Fig. 1: placed cells, one color a class
Fill, decap, tap and diode cells in gray.
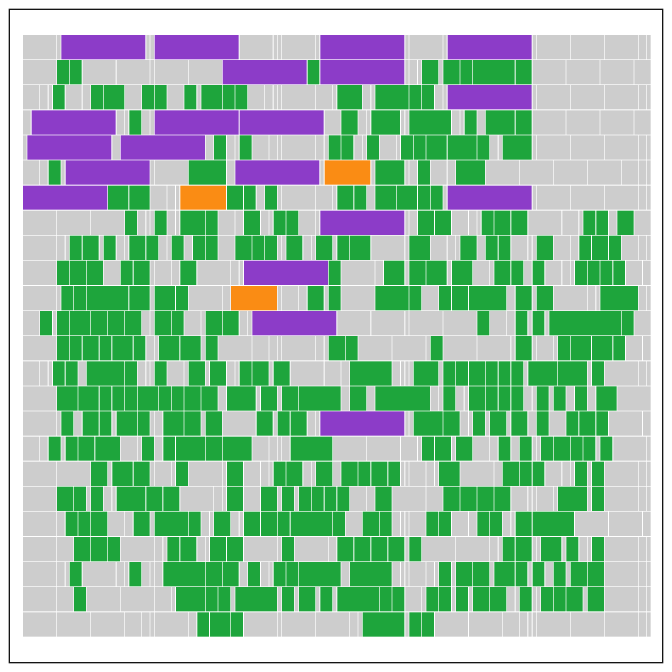
Fig. 2: M1 wires
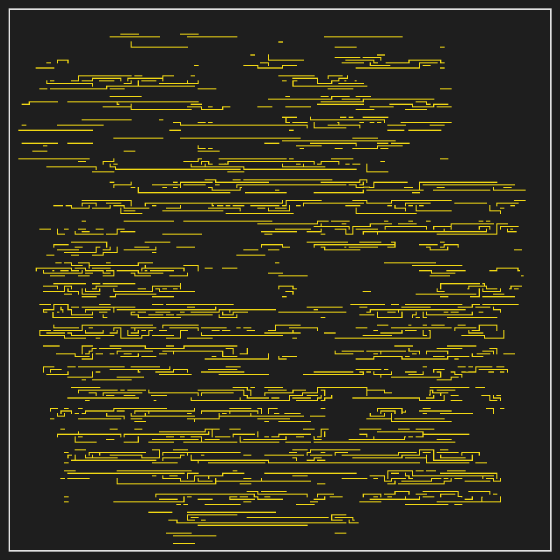
Fig. 3: clock routing
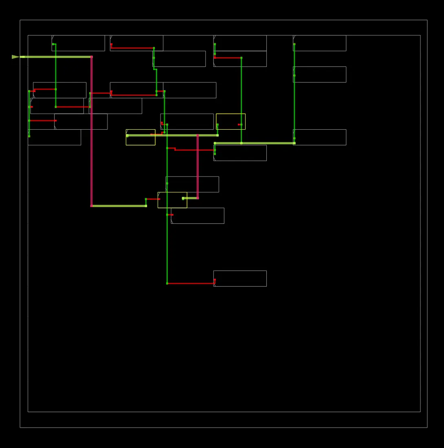
Fig. 4: signal metal coverage by tile
Scale bar: 20 µm. 14 x 14 tiles, from dark blue (low) to red (high), scaled to the fullest tile. Values are wire area over tile area, all layers added.
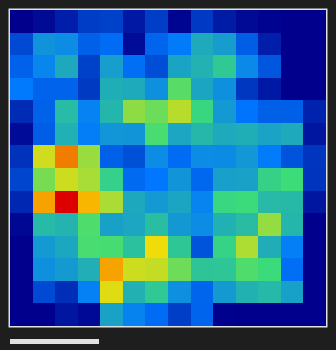
<file path="config.mk">
export PLATFORM = sky130hd
export DESIGN_NAME = mux8_rr_arbiter
export DESIGN_NICKNAME = d
export VERILOG_FILES = /design/src/rtl/mux8_rr_arbiter.sv
export SDC_FILE = /design/constraint.sdc
export NUM_CORES = 1
export LEC_CHECK = 0
export ABC_AREA = 1
export CAP_MARGIN = 15
export CORE_UTILIZATION = 52
export DETAILED_ROUTE_END_ITERATION = 12
export DONT_BUFFER_PORTS = 1
export PLACE_DENSITY = 0.68
export SYNTH_ARGS = -nofsm -noshare
export SYNTH_HDL_FRONTEND = slang
export SYNTH_SLANG_ARGS = --single-unit
</file>
<file path="constraint.sdc">
create_clock -name clk -period 5.3 [get_ports clk]
set_input_delay 0.795 -clock clk [delete_from_list [all_inputs] [get_ports clk]]
set_output_delay 0.795 -clock clk [all_outputs]
set_load 0.005 [all_outputs]
</file>
<file path="src/rtl/mux8_rr_arbiter.sv">
// Round-robin arbiter driving the select of an 8:1 data multiplexer.
// Grants are held while requested, bounded by MAX_HOLD, with same-edge handover.
module mux8_rr_arbiter #(
  parameter int MAX_HOLD = 16
) (
  input  logic       clk,
  input  logic       rst,
  input  logic [7:0] req,
  output logic [7:0] grant,
  output logic [2:0] select,
  output logic       grant_valid
);

  localparam int              HW       = (MAX_HOLD > 0) ? $clog2(MAX_HOLD + 1) : 1;
  localparam logic [HW-1:0]   HOLD_MAX = HW'(MAX_HOLD);
  localparam logic            LIMITED  = (MAX_HOLD != 0);

  typedef enum logic {
    IDLE  = 1'b0,
    GRANT = 1'b1
  } state_e;

  state_e          state_q, state_d;
  logic [2:0]      ptr_q, ptr_d;
  logic [2:0]      owner_q, owner_d;
  logic [HW-1:0]   hold_q, hold_d;
  logic [7:0]      grant_q, grant_d;
  logic            valid_q, valid_d;

  logic [7:0]      others_s;
  logic            release_s;
  logic            expire_s;
  logic [3:0]      pick_idle_s;
  logic [3:0]      pick_next_s;

  // Returns {found, index} of the first set bit scanning from p upward, wrapping mod 8.
  function automatic logic [3:0] rr_pick(input logic [7:0] r, input logic [2:0] p);
    logic       found;
    logic [2:0] win;
    logic [2:0] idx;
    found = 1'b0;
    win   = 3'd0;
    for (int k = 0; k < 8; k++) begin
      idx = p + 3'(k);
      if (!found && r[idx]) begin
        found = 1'b1;
        win   = idx;
      end else begin
        found = found;
      end
    end
    return {found, win};
  endfunction

  // Arbitration: next owner, pointer, hold count and registered outputs.
  always_comb begin
    state_d     = state_q;
    ptr_d       = ptr_q;
    owner_d     = owner_q;
    hold_d      = hold_q;
    others_s    = req & ~(8'b1 << owner_q);
    release_s   = ~req[owner_q];
    expire_s    = LIMITED && (hold_q == HOLD_MAX) && req[owner_q] && (|others_s);
    pick_idle_s = rr_pick(req, ptr_q);
    // The old owner is masked out, so on expiry it cannot win its own handover.
    pick_next_s = rr_pick(others_s, owner_q + 3'd1);

    case (state_q)
      IDLE: begin
        if (pick_idle_s[3]) begin
          owner_d = pick_idle_s[2:0];
          hold_d  = HW'(1);
          state_d = GRANT;
        end else begin
          state_d = IDLE;
        end
      end
      GRANT: begin
        if (release_s || expire_s) begin
          ptr_d = owner_q + 3'd1;
          if (pick_next_s[3]) begin
            owner_d = pick_next_s[2:0];
            hold_d  = HW'(1);
            state_d = GRANT;
          end else begin
            hold_d  = {HW{1'b0}};
            state_d = IDLE;
          end
        end else if (LIMITED && (hold_q != HOLD_MAX)) begin
          hold_d = hold_q + HW'(1);
        end else begin
          hold_d = hold_q;
        end
      end
      default: begin
        state_d = IDLE;
      end
    endcase

    if (state_d == GRANT) begin
      grant_d = 8'b1 << owner_d;
      valid_d = 1'b1;
    end else begin
      grant_d = 8'h00;
      valid_d = 1'b0;
    end
  end

  // State and output registers with asynchronous reset.
  always_ff @(posedge clk or posedge rst) begin
    if (rst) begin
      state_q <= IDLE;
      ptr_q   <= 3'd0;
      owner_q <= 3'd0;
      hold_q  <= {HW{1'b0}};
      grant_q <= 8'h00;
      valid_q <= 1'b0;
    end else begin
      state_q <= state_d;
      ptr_q   <= ptr_d;
      owner_q <= owner_d;
      hold_q  <= hold_d;
      grant_q <= grant_d;
      valid_q <= valid_d;
    end
  end

  // owner_q keeps the last owner after release, so select never glitches.
  assign grant       = grant_q;
  assign select      = owner_q;
  assign grant_valid = valid_q;

endmodule

</file>
==> results.py <==
# Metrics from the implementation run
metrics = {
    "status": {
        "status": "completed",
    },
    "final_timing": {
        "finalSetupViolCount": 0,
        "rsz0062_at_grt": "no",
        "fin_crit_sh": 0.6863,
        "setup_ws_ps": 1663,
        "fmax_mhz": 274.9,
    },
    "placed_design": {
        "dp.cells": 439,
        "place_hpwl_mm": 4.885,
        "gp_congestion": 0.8570,
    },
    "worst_setup_path": {
        "critPathRequiredTime_ps": 5440,
        "cp.depth": 20,
        "path_class": "reg -> reg",
        "path_cells": "inv_2, ha_1, inv_6, nand2_1, nand2_2, nand3_1, nand3_1, nand2_2, nor2_4, nand2_1, nor2_1, nand3_1, nand3_1, nor2_1, nor2_1, nand2_1, nand2_2, inv_2, nand2_1, nor2_1",
        "cpMaxStageDelayCell": "dfrtp_1",
    },
    "final_layout": {
        "largest_register_ff_count": 8,
        "final_cells": 442,
        "inverters": 50,
        "logic_area_mm2": 0.001693,
        "comb_cells": 317,
        "finalNetCount": 414,
        "flop_area_um2": 500.5,
        "buffers": 0,
        "syn2layout_area_growth_pct": 1.685,
    },
    "global_route": {
        "first_global_vias": 2428,
        "use_met2": 0.4628,
        "antenna_found_initial": 0,
        "gr-total-overflow": 0,
    },
    "routing": {
        "dr.max_layer_used": "met4",
        "ant_nets": 0,
        "first_pass_iters": 5,
        "route.layer.met1.wl_mm": 2.838,
        "met2WireLength_mm": 2.905,
    },
    "clocking": {
        "insertion_delay_ps": 260,
        "ctsResizeCount": 0,
        "max-clock-path-buffers": 2,
        "path_clk_slew_ps": 70,
    },
    "die": {
        "io_pins": 22,
        "die_y_um": 70.66,
        "fp_util": 0.5515,
    },
    "synthesis": {
        "top_area_cell": "dfrtp_1",
        "topCellsByArea": "dfrtp_1 20%, nand2_1 16%, nand3_1 16%",
        "synth_seq_share": 0.2042,
        "ys_dominant_reg_cell": "dfrtp_1",
        "ys_cells": 396,
        "floorplan.nets": 418,
        "yosys_warnings": 0,
    },
}
Back to the opening pictures, Fig. 1:
color	class	cells	share of their area
orange	clock drivers	3	1.7%
purple	flops	20	21%
green	combinational and other logic	367	78%
final core utilization: 0.5608
Core Area: 0.004444 mm²
Final Cell Area: 0.002492 mm²
fraction of area in registers: 0.2008
row count: 24

Back to the opening pictures, Fig. 2:
nets with wire on the layer	381
wire length on this layer	2,840 µm
main direction	horizontal

Back to the opening pictures, Fig. 3:
flip-flops: 20
clock buf count: 3
CTS buffer count: 3
clock skew: 6.895 ps

Back to the opening pictures, Fig. 4:
nearly empty tiles	14%
fullest tile	0.67
tiles over half the peak	14%
densest ninth of the die	left middle
mean over tiles	0.19
emptiest ninth of the die	top right

-- cell families (layout without fill, tap and decap cells) --
group	Yosys count	count (layout)	synth area share
AND/OR/NAND/NOR	252	252	0.4880
flip-flops	20	20	0.2042
buffers and inverters	59	53	0.1052
AND-OR/OR-AND	44	44	0.1062
adder cells (fa/ha/maj)	12	12	0.06125
XOR/XNOR	9	9	0.03522
